**config.mk**
```make
export PLATFORM = sky130hd
export DESIGN_NAME = seg7_scan_ctrl_flat
export DESIGN_NICKNAME = d
export VERILOG_FILES = /design/src/rtl/seg7_scan_ctrl_pkg.sv /design/src/rtl/seg7_scan_ctrl_if.sv /design/src/rtl/seg7_hex_decode.sv /design/src/rtl/seg7_scan_ctrl.sv /design/src/flat_wrapper.sv
export SDC_FILE = /design/constraint.sdc
export NUM_CORES = 1
export LEC_CHECK = 0
export CAP_MARGIN = 20
export CORE_ASPECT_RATIO = 0.8
export CORE_UTILIZATION = 35
export CTS_CLUSTER_SIZE = 16
export DETAILED_ROUTE_END_ITERATION = 10
export GPL_TIMING_DRIVEN = 0
export MAX_ROUTING_LAYER = met4
export REMOVE_ABC_BUFFERS = 1
export SYNTH_ARGS = -nofsm -noshare
export SYNTH_HDL_FRONTEND = slang
export SYNTH_SLANG_ARGS = --single-unit
```
**constraint.sdc**
```tcl
create_clock -name CLK -period 2.8 [get_ports CLK]
set_input_delay 0.56 -clock CLK [delete_from_list [all_inputs] [get_ports CLK]]
set_output_delay 0.56 -clock CLK [all_outputs]
set_load 0.05 [all_outputs]
```
**src/rtl/seg7_scan_ctrl_pkg.sv**
```systemverilog
// Shared types and constants for the 4-digit 7-segment scan controller.
// Segment patterns are active-low with bit 7 = DP and bits 6:0 = g..a.
package seg7_pkg;

  localparam int         N_DIGITS = 4;
  localparam logic [7:0] SEG_OFF  = 8'hFF;
  localparam logic [3:0] DIG_OFF  = 4'b1111;

  localparam logic [7:0] HEX_PAT [0:15] = '{
    8'hC0, 8'hF9, 8'hA4, 8'hB0, 8'h99, 8'h92, 8'h82, 8'hF8,
    8'h80, 8'h90, 8'h88, 8'h83, 8'hC6, 8'hA1, 8'h86, 8'h8E
  };

  typedef struct packed {
    logic       blank;
    logic       dp;
    logic [3:0] val;
  } digit_t;

  typedef enum logic {
    S_BLANK = 1'b0,
    S_ON    = 1'b1
  } state_e;

  localparam digit_t DIGIT_DARK = '{blank: 1'b1, dp: 1'b0, val: 4'h0};

endpackage

```
**src/rtl/seg7_scan_ctrl_if.sv**
```systemverilog
// Producer-side write/commit bus and display pins of the scan controller.
// The producer (master) drives writes and commits; the controller (slave) drives status and pins.
interface seg7_scan_ctrl_if;
  logic       WR_EN;
  logic [1:0] WR_ADDR;
  logic [3:0] WR_DATA;
  logic       WR_DP;
  logic       WR_BLANK;
  logic       COMMIT;
  logic       PENDING;
  logic       FRAME;
  logic [3:0] DIG;
  logic [7:0] SEG;

  modport master (
    output WR_EN, WR_ADDR, WR_DATA, WR_DP, WR_BLANK, COMMIT,
    input  PENDING, FRAME, DIG, SEG
  );

  modport slave (
    input  WR_EN, WR_ADDR, WR_DATA, WR_DP, WR_BLANK, COMMIT,
    output PENDING, FRAME, DIG, SEG
  );
endinterface

```
**src/rtl/seg7_hex_decode.sv**
```systemverilog
// Combinational descriptor-to-segment decoder (active-low outputs).
// Blank overrides both value and decimal point.
module seg7_hex_decode
  import seg7_pkg::*;
(
  input  digit_t     i_digit,
  output logic [7:0] o_seg
);

  always_comb begin
    o_seg = HEX_PAT[i_digit.val];
    if (i_digit.dp)    o_seg[7] = 1'b0;
    if (i_digit.blank) o_seg    = SEG_OFF;
  end

endmodule

```
**src/rtl/seg7_scan_ctrl.sv**
```systemverilog
// Time-multiplexed scan of four shadow/active digit descriptors onto shared DIG/SEG pins,
// with a dark gap before every digit and tear-free commits at frame boundaries.
module seg7_scan_ctrl
  import seg7_pkg::*;
#(
  parameter int DIGIT_CYC = 50000,
  parameter int BLANK_CYC = 500
) (
  input  logic             CLK,
  input  logic             RST,
  seg7_scan_ctrl_if.slave  bus
);

  localparam int CYC_MAX = (DIGIT_CYC > BLANK_CYC) ? DIGIT_CYC : BLANK_CYC;
  localparam int CNT_W   = (CYC_MAX > 1) ? $clog2(CYC_MAX) : 1;
  localparam logic [CNT_W-1:0] BLANK_LAST = CNT_W'(BLANK_CYC - 1);
  localparam logic [CNT_W-1:0] DIGIT_LAST = CNT_W'(DIGIT_CYC - 1);

  digit_t           r_shadow [N_DIGITS];
  digit_t           r_active [N_DIGITS];
  state_e           r_state;
  logic [1:0]       r_idx;
  logic [CNT_W-1:0] r_cnt;
  logic [3:0]       r_dig;
  logic [7:0]       r_seg;
  logic             r_frame;
  logic             r_pending;

  logic       w_blank_done;
  logic       w_on_done;
  logic       w_boundary;
  state_e     w_state_next;
  logic [1:0] w_idx_next;
  logic [7:0] w_seg_dec;
  logic [3:0] w_dig_next;
  logic [7:0] w_seg_next;
  digit_t     w_wr_desc;

  assign w_blank_done = (r_state == S_BLANK) && (r_cnt == BLANK_LAST);
  assign w_on_done    = (r_state == S_ON)    && (r_cnt == DIGIT_LAST);
  assign w_boundary   = w_on_done && (r_idx == 2'd3);
  assign w_wr_desc    = '{blank: bus.WR_BLANK, dp: bus.WR_DP, val: bus.WR_DATA};

  always_comb begin
    w_state_next = r_state;
    w_idx_next   = r_idx;
    if (w_blank_done) begin
      w_state_next = S_ON;
    end else if (w_on_done) begin
      w_state_next = S_BLANK;
      w_idx_next   = r_idx + 2'd1;
    end
  end

  // Pins are loaded from the next state so they switch on the same edge as the FSM.
  seg7_hex_decode u_decode (
    .i_digit (r_active[w_idx_next]),
    .o_seg   (w_seg_dec)
  );

  assign w_dig_next = (w_state_next == S_ON) ? ~(4'b0001 << w_idx_next) : DIG_OFF;
  assign w_seg_next = (w_state_next == S_ON) ? w_seg_dec : SEG_OFF;

  always_ff @(posedge CLK or posedge RST) begin
    if (RST) begin
      r_state   <= S_BLANK;
      r_idx     <= 2'd0;
      r_cnt     <= '0;
      r_dig     <= DIG_OFF;
      r_seg     <= SEG_OFF;
      r_frame   <= 1'b0;
      r_pending <= 1'b0;
      for (int i = 0; i < N_DIGITS; i++) begin
        r_shadow[i] <= DIGIT_DARK;
        r_active[i] <= DIGIT_DARK;
      end
    end else begin
      r_state <= w_state_next;
      r_idx   <= w_idx_next;
      r_cnt   <= (w_blank_done || w_on_done) ? '0 : r_cnt + CNT_W'(1);
      r_dig   <= w_dig_next;
      r_seg   <= w_seg_next;
      r_frame <= w_boundary;
      // A commit on the boundary edge re-arms for the following frame.
      r_pending <= w_boundary ? bus.COMMIT : (r_pending | bus.COMMIT);
      if (w_boundary && r_pending) begin
        for (int i = 0; i < N_DIGITS; i++) r_active[i] <= r_shadow[i];
      end
      if (bus.WR_EN) r_shadow[bus.WR_ADDR] <= w_wr_desc;
    end
  end

  assign bus.DIG     = r_dig;
  assign bus.SEG     = r_seg;
  assign bus.FRAME   = r_frame;
  assign bus.PENDING = r_pending;

endmodule

```
**src/flat_wrapper.sv**
```systemverilog
// flat-port wrapper written by rule: the top's interface ports become plain ports
module seg7_scan_ctrl_flat import seg7_pkg::*;
#(
  parameter int DIGIT_CYC = 50000,
  parameter int BLANK_CYC = 500
)
  (CLK, RST, bus_WR_EN, bus_WR_ADDR, bus_WR_DATA, bus_WR_DP, bus_WR_BLANK, bus_COMMIT, bus_PENDING, bus_FRAME, bus_DIG, bus_SEG);
  seg7_scan_ctrl_if bus_i ();
  input  logic CLK;
  input  logic RST;
  input wire logic [$bits(bus_i.WR_EN)-1:0] bus_WR_EN;
  input wire logic [$bits(bus_i.WR_ADDR)-1:0] bus_WR_ADDR;
  input wire logic [$bits(bus_i.WR_DATA)-1:0] bus_WR_DATA;
  input wire logic [$bits(bus_i.WR_DP)-1:0] bus_WR_DP;
  input wire logic [$bits(bus_i.WR_BLANK)-1:0] bus_WR_BLANK;
  input wire logic [$bits(bus_i.COMMIT)-1:0] bus_COMMIT;
  output wire logic [$bits(bus_i.PENDING)-1:0] bus_PENDING;
  output wire logic [$bits(bus_i.FRAME)-1:0] bus_FRAME;
  output wire logic [$bits(bus_i.DIG)-1:0] bus_DIG;
  output wire logic [$bits(bus_i.SEG)-1:0] bus_SEG;
  assign bus_i.WR_EN = bus_WR_EN;
  assign bus_i.WR_ADDR = bus_WR_ADDR;
  assign bus_i.WR_DATA = bus_WR_DATA;
  assign bus_i.WR_DP = bus_WR_DP;
  assign bus_i.WR_BLANK = bus_WR_BLANK;
  assign bus_i.COMMIT = bus_COMMIT;
  assign bus_PENDING = bus_i.PENDING;
  assign bus_FRAME = bus_i.FRAME;
  assign bus_DIG = bus_i.DIG;
  assign bus_SEG = bus_i.SEG;
  seg7_scan_ctrl #(.DIGIT_CYC(DIGIT_CYC), .BLANK_CYC(BLANK_CYC)) u_core (.CLK(CLK), .RST(RST), .bus(bus_i));
endmodule
```
==> Slide: Implementation Results, run 1 <==
Implementation Results

Synth
  – Top_reg_cell synth: dfrtp_1
  – Mapped Cells: 321
  – # Cells Yosys: between 300 and 400
  – Seq share, synth: 0.526
  – Top area contributor share: 0.391
  – Synth logic family: multiplexers
  – Post-synthesis simple-gate area fraction: 0.144
  – EDFF count, synth: 0
  – Post-Synth Adder-Cell Area: 0.0288
  – Mux share: 0.196
  – Cell variety after synth: 54
  – Synth warnings: 0
  – Yosys aoi share: 0.0385

Floorplanning
  – N_taps: 144
  – Fp util: 0.360

Critical path
  – Kind of critical path: flip-flop to flip-flop
  – Buffers and inverters on the worst path: 3
  – Worst Setup SP: u_core.r_cnt[12]
  – Reg-to-reg endpoint: u_core.bus.SEG[3]
  – Worst EP arrival: 3.06 ns
  – Worst-path cell chain: or4_4 > nor4_4 > buf_8 > buf_8 > mux2i_2 > nand4_4 > buf_4 > mux2_4 > mux2i_1 > nand2_1
  – Delay-heaviest family, CP: simple AND/OR/NAND/NOR gates
  – Element type at the critical path end: flip-flop
  – Worst setup SP type: flip-flop
  – Worst path required time: ~3.1 ns

Final layout
  – Most used logic cell in the final layout: dfrtp_1
  – Post-route insts no fill: 521
  – Share of cells above drive strength 1: 0.358
  – Multi-input combinational area share: 0.372
  – Count of non-CTS buffers in the layout: around 50
  – Top flop regs: u_core.r_active x24, u_core.r_shadow x24, u_core.r_cnt x16
  – N_diodes: 0
  – Non-clk invs: 11
  – Most instantiated logic cells after routing: 60 x dfrtp_1, 45 x mux2_2, 35 x nor2_1
  – Logic area: 1820 µm²
  – Layout area overhead: 25.1%

Placement
  – Dpl cell area: about 4300 µm²
  – Placed cells: 482
  – GPL Wtd Cong: approximately 0.77

Drt
  – DRT iter0 DRCs: 108
  – DR WL/cell: 14.5 µm
  – DR vias: 2541
  – Max Used Layer: met4
  – Met3 wire length: 319 µm
  – Post-route DRC: 0
  – DRT Wirelength: 7550 µm
  – Vias per cell: 4.88

Clocking
  – Clock-pin slew on the worst setup and hold paths: 0.07 ns
  – Hold_buf cts: 0
  – Clk sink count: 81
  – Post-CTS setup buffers: 6

Pwr
  – Reg power frac: 0.489
  – Sw Share: 0.226
  – Pleak: 2.15 nW
  – Seq group: roughly 0.0013 W

STA
  – Fin crit period: 2.79 ns
  – Final Hold Viols: 0
  – Max_slew headroom: 0.577
  – Cycle use final: 0.997
  – WHS: 0.467 ns
  – Final Skew: 0.00808 ns

Global route
  – Initial antenna violation count: 0
  – Gr busiest metal: met2
  – Global route overflow: 0

Worst hold path
  – Hold Crit Class: input port to async pin

Outcome
  – Status: finished, final reports clean

Job
  – Max-cap violation count: 0
### Supply network, run 1

The bar under the picture is 20 µm long. Pins as bars on the die edge. Tap cells in grey.
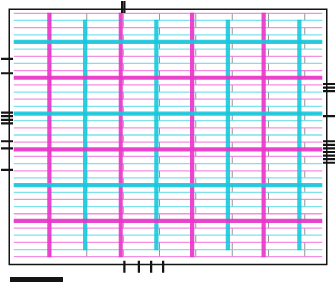
legend:
  VSS:
    colour: magenta
  VDD:
    colour: cyan
tap cells: 144
met1 rails: 35
rows: 34
Die Y-Extent: 96.5 µm
Peak supply drop: 0.000348 V
CORE AREA: 10800 µm²
Die Wd: 120 µm

### Placement by cell class, run 1

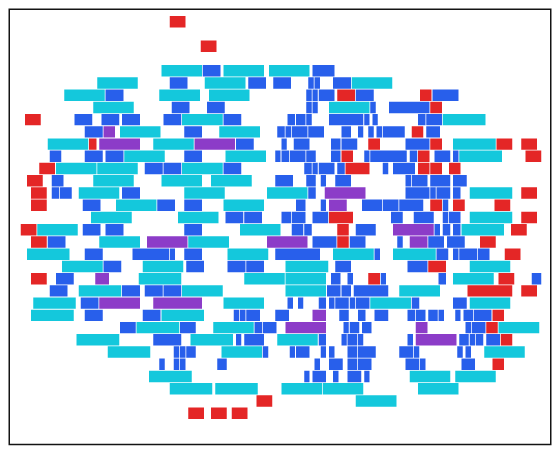
legend:
  flops:
    colour: cyan
    cells: 81
    share_of_their_area: 44%
  other buffers and delay cells:
    colour: red
    cells: 50
    share_of_their_area: 10%
  clock drivers and dummy loads:
    colour: purple
    cells: 16
    share_of_their_area: 6.6%
  combinational and other logic:
    colour: blue
    cells: 230
    share_of_their_area: 40%
design area: 4880 µm²
post-layout util: 0.450
Seq/total area: 0.420

### Clock distribution, run 1

The bar under the picture is 20 µm long.
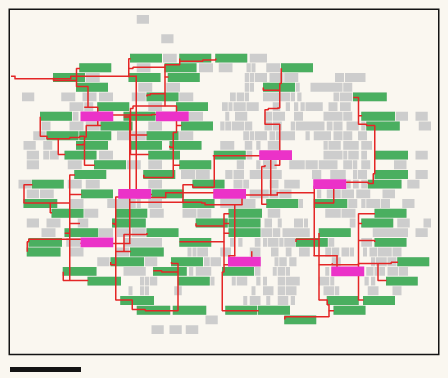
legend:
  clock drivers:
    colour: magenta
    count: 9
  flip-flops:
    colour: green
    count: 81
  clock wires:
    colour: red
    length: 1020 µm
routed clock nets: 10
Clock power frac: 0.464
P_clk: 0.00121 W

==> run 2: changes to the inputs <==
==> constraint.sdc (replaced) <==
create_clock -name CLK -period 3.48 [get_ports CLK]
set_input_delay 0.696 -clock CLK [delete_from_list [all_inputs] [get_ports CLK]]
set_output_delay 0.696 -clock CLK [all_outputs]
set_load 0.05 [all_outputs]
### Clock wiring as the flow saved it, run 2

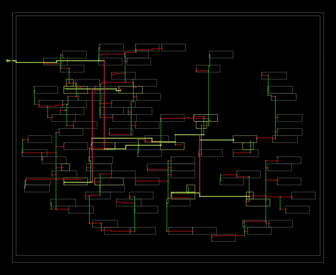
clk sink count: 81
flip-flops: 81
Clk Latency, worst-skew pair: 0.34 ns
P_clk: 0.000975 W

==> Slide: Implementation Results, run 2 <==
Implementation Results

Clocking
  – Clock-pin slew on the worst setup and hold paths: about 0.070 ns
  – Post-CTS setup buffers: 0
  – H-tree levels: 3
  – Hold_buf cts: 0

Floorplanning
  – Fp util: 0.360
  – Die Wd: 120 µm
  – CORE AREA: 10800 µm²
  – N_taps: 144
  – Die Y-Extent: 96.5 µm

Final layout
  – Logic area: around 1700 µm²
  – Seq/total area: 0.442
  – Share of cells above drive strength 1: 0.277
  – Count of non-CTS buffers in the layout: 31
  – Non-clk invs: 11
  – Design area: 4640 µm²
  – Combinational gate count: about 220
  – Post-layout util: 0.428
  – Most instantiated logic cells after routing: 61 x dfrtp_1, 45 x mux2_2, 36 x nor2_1
  – Most used logic cell in the final layout: dfrtp_1
  – Multi-input combinational area share: 0.373
  – Post-route insts no fill: between 500 and 600
  – Layout area overhead: 18.8%
  – N_diodes: 0

Synth
  – Async SR Flop Fraction: 1.00
  – Mapped Cells: roughly 320
  – Mux share: 0.196
  – Synth warnings: 0
  – Synth logic family: multiplexers
  – Seq share, synth: 0.526
  – Top area contributor share: 0.391
  – Cell variety after synth: 54
  – Yosys aoi share: 0.0385
  – Post-synthesis simple-gate area fraction: 0.144
  – Top_reg_cell synth: dfrtp_1
  – Post-Synth Adder-Cell Area: 0.0288
  – EDFF count, synth: 0
  – # Cells Yosys: 321

Critical path
  – Delay-heaviest family, CP: simple AND/OR/NAND/NOR gates
  – Worst path required time: 3.75 ns
  – Worst EP arrival: about 3.2 ns
  – Worst Setup SP: u_core.r_cnt[10]
  – Kind of critical path: flip-flop to flip-flop
  – Reg-to-reg endpoint: u_core.bus.SEG[3]
  – Element type at the critical path end: flip-flop
  – Buffers and inverters on the worst path: 2
  – Worst setup SP type: flip-flop
  – Worst-path cell chain: or4_4 > nor4_4 > buf_4 > and2_1 > mux2i_1 > o221ai_2 > inv_1 > ha_1 > mux2_1 > mux2i_1 > nand2_1

STA
  – Final Hold Viols: 0
  – Cycle use final: 0.852
  – Fin crit period: 2.97 ns
  – Max_slew headroom: 0.511
  – Final Skew: 0.00809 ns
  – WHS: 0.477 ns

Drt
  – Met3 wire length: 453 µm
  – Vias per cell: 4.89
  – DR WL/cell: 14.0 µm
  – Post-route DRC: 0
  – DRT iter0 DRCs: approximately 120
  – Max Used Layer: met4
  – DR vias: 2454
  – DRT Wirelength: 7010 µm

Placement
  – Dpl cell area: 4300 µm²
  – Placed cells: 482
  – GPL Wtd Cong: 0.772

Global route
  – Initial antenna violation count: 0
  – Gr busiest metal: met1
  – GRT Total Usage: 0.142
  – Global route overflow: 0

Pwr
  – Clock power frac: 0.464
  – Sw Share: 0.225
  – Peak supply drop: 0.000280 V
  – Seq group: 0.00103 W
  – Pleak: 2.04 nW
  – Reg power frac: 0.490

Job
  – Max-cap violation count: 0

Outcome
  – Status: finished, final reports clean

Worst hold path
  – Hold Crit Class: flip-flop to flip-flop
==> run 3: changes to the inputs <==
--- a/config.mk
+++ b/config.mk
@@ -5,6 +5,7 @@
 export SDC_FILE = /design/constraint.sdc
 export NUM_CORES = 1
 export LEC_CHECK = 0
+export ABC_AREA = 1
 export CAP_MARGIN = 20
 export CORE_ASPECT_RATIO = 0.8
 export CORE_UTILIZATION = 35
### Clock wiring as the flow saved it, run 3

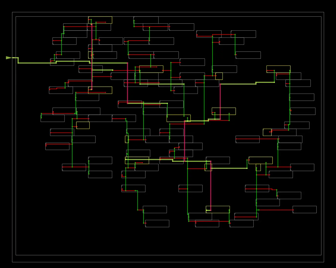
Final Skew: 0.00932 ns
clk_buf instances: 12
TritonCTS Buffers: 9

==> Slide: Implementation Results, run 3 <==
Implementation Results

Outcome
  – Status: finished, final reports clean

Global route
  – Gr busiest metal: met1
  – Initial antenna violation count: 0
  – GRT Total Usage: 0.147
  – Met1 usage in global routing: 0.202
  – Global route overflow: 0

Worst hold path
  – Hold Crit Class: flip-flop to flip-flop
  – Hold Path Sink: u_core.r_cnt[0]

Final layout
  – Design area: 4610 µm²
  – Post-route insts no fill: 602
  – Count of non-CTS buffers in the layout: 26
  – Most used logic cell in the final layout: nand2_1
  – Layout area overhead: 17.0%
  – Combinational gate count: 286
  – Non-Clock Buffer Area Fraction: 0.0603
  – Seq/total area: 0.445
  – Most instantiated logic cells after routing: 107 x nand2_1, 61 x dfrtp_1, 46 x inv_1
  – Top flop regs: u_core.r_active x24, u_core.r_shadow x24, u_core.r_cnt x16
  – N_diodes: 0
  – Multi-input combinational area share: 0.355
  – Post-layout util: 0.421
  – Non-clk invs: 49
  – Flip-flops: 81
  – Logic area: roughly 1600 µm²
  – Share of cells above drive strength 1: 0.205

STA
  – Final Hold Viols: 0
  – Fin crit period: ~2.6 ns
  – Setup TNS: 0 ns
  – Max_slew headroom: 0.578
  – WHS: 0.473 ns
  – Cycle use final: 0.735

Pwr
  – Peak supply drop: ~0.0002 V
  – P_clk: 0.000873 W
  – Reg power frac: 0.515
  – Clock power frac: 0.443
  – Pleak: about 2.2 nW
  – Seq group: 0.00102 W
  – Sw Share: 0.223

Drt
  – DRT Wirelength: 7450 µm
  – Vias per cell: 4.62
  – Met3 wire length: 330 µm
  – Max Used Layer: met4
  – DR vias: between 2000 and 3000
  – Post-route DRC: 0
  – Wl on met1: 3930 µm
  – DR WL/cell: 12.4 µm

Synth
  – EDFF count, synth: 0
  – Mapped Cells: 426
  – Seq share, synth: 0.521
  – Mean Syn Cell Area: 9.25 µm²
  – Post-Synth Adder-Cell Area: 0.0286
  – Top area contributor share: 0.387
  – Post-synthesis simple-gate area fraction: 0.267
  – Top_reg_cell synth: dfrtp_1
  – Synth logic family: simple AND/OR/NAND/NOR gates
  – Mux share: 0.0686
  – Synth warnings: 0
  – Cell variety after synth: 34
  – # Cells Yosys: 426
  – Async SR Flop Fraction: 1.00
  – Yosys aoi share: 0.0445

Floorplanning
  – N_taps: 144
  – Fp util: 0.360
  – CORE AREA: between 10000 and 15000 µm²
  – Die Wd: 121 µm
  – Die Y-Extent: 96.9 µm

Clocking
  – Clock-pin slew on the worst setup and hold paths: 0.06 ns
  – Hold_buf cts: 0
  – Post-CTS setup buffers: 0
  – H-tree levels: 3
  – Clk Latency, worst-skew pair: 0.34 ns
  – Clk sink count: between 80 and 90

Placement
  – Dpl cell area: 4330 µm²
  – GPL Wtd Cong: 0.845
  – Port buffer count: 25
  – Placed cells: 586

Critical path
  – Worst EP arrival: 2.81 ns
  – Crit path to: u_core.bus.SEG[0]
  – Element type at the critical path end: flip-flop
  – Worst path required time: 3.73 ns
  – Delay-heaviest family, CP: simple AND/OR/NAND/NOR gates
  – RR Startpoint: u_core.r_cnt[0]
  – Worst setup SP type: flip-flop
  – Buffers and inverters on the worst path: 1
  – Kind of critical path: flip-flop to flip-flop
  – Reg-to-reg endpoint: u_core.bus.SEG[0]
  – Worst-path cell chain: ha_1 > nand3_2 > nor2_4 > nand3_4 > nand2_1 > nand2_2 > nand3_1 > nand2_1 > nor2_4 > inv_1 > ha_1 > nand3_1 > nand2_1 > nand2_1 > nand3_1
  – Worst Setup SP: u_core.r_cnt[0]

Job
  – Max-cap violation count: 0
Power figures rest on the tool's default switching activity, not on a simulated workload.
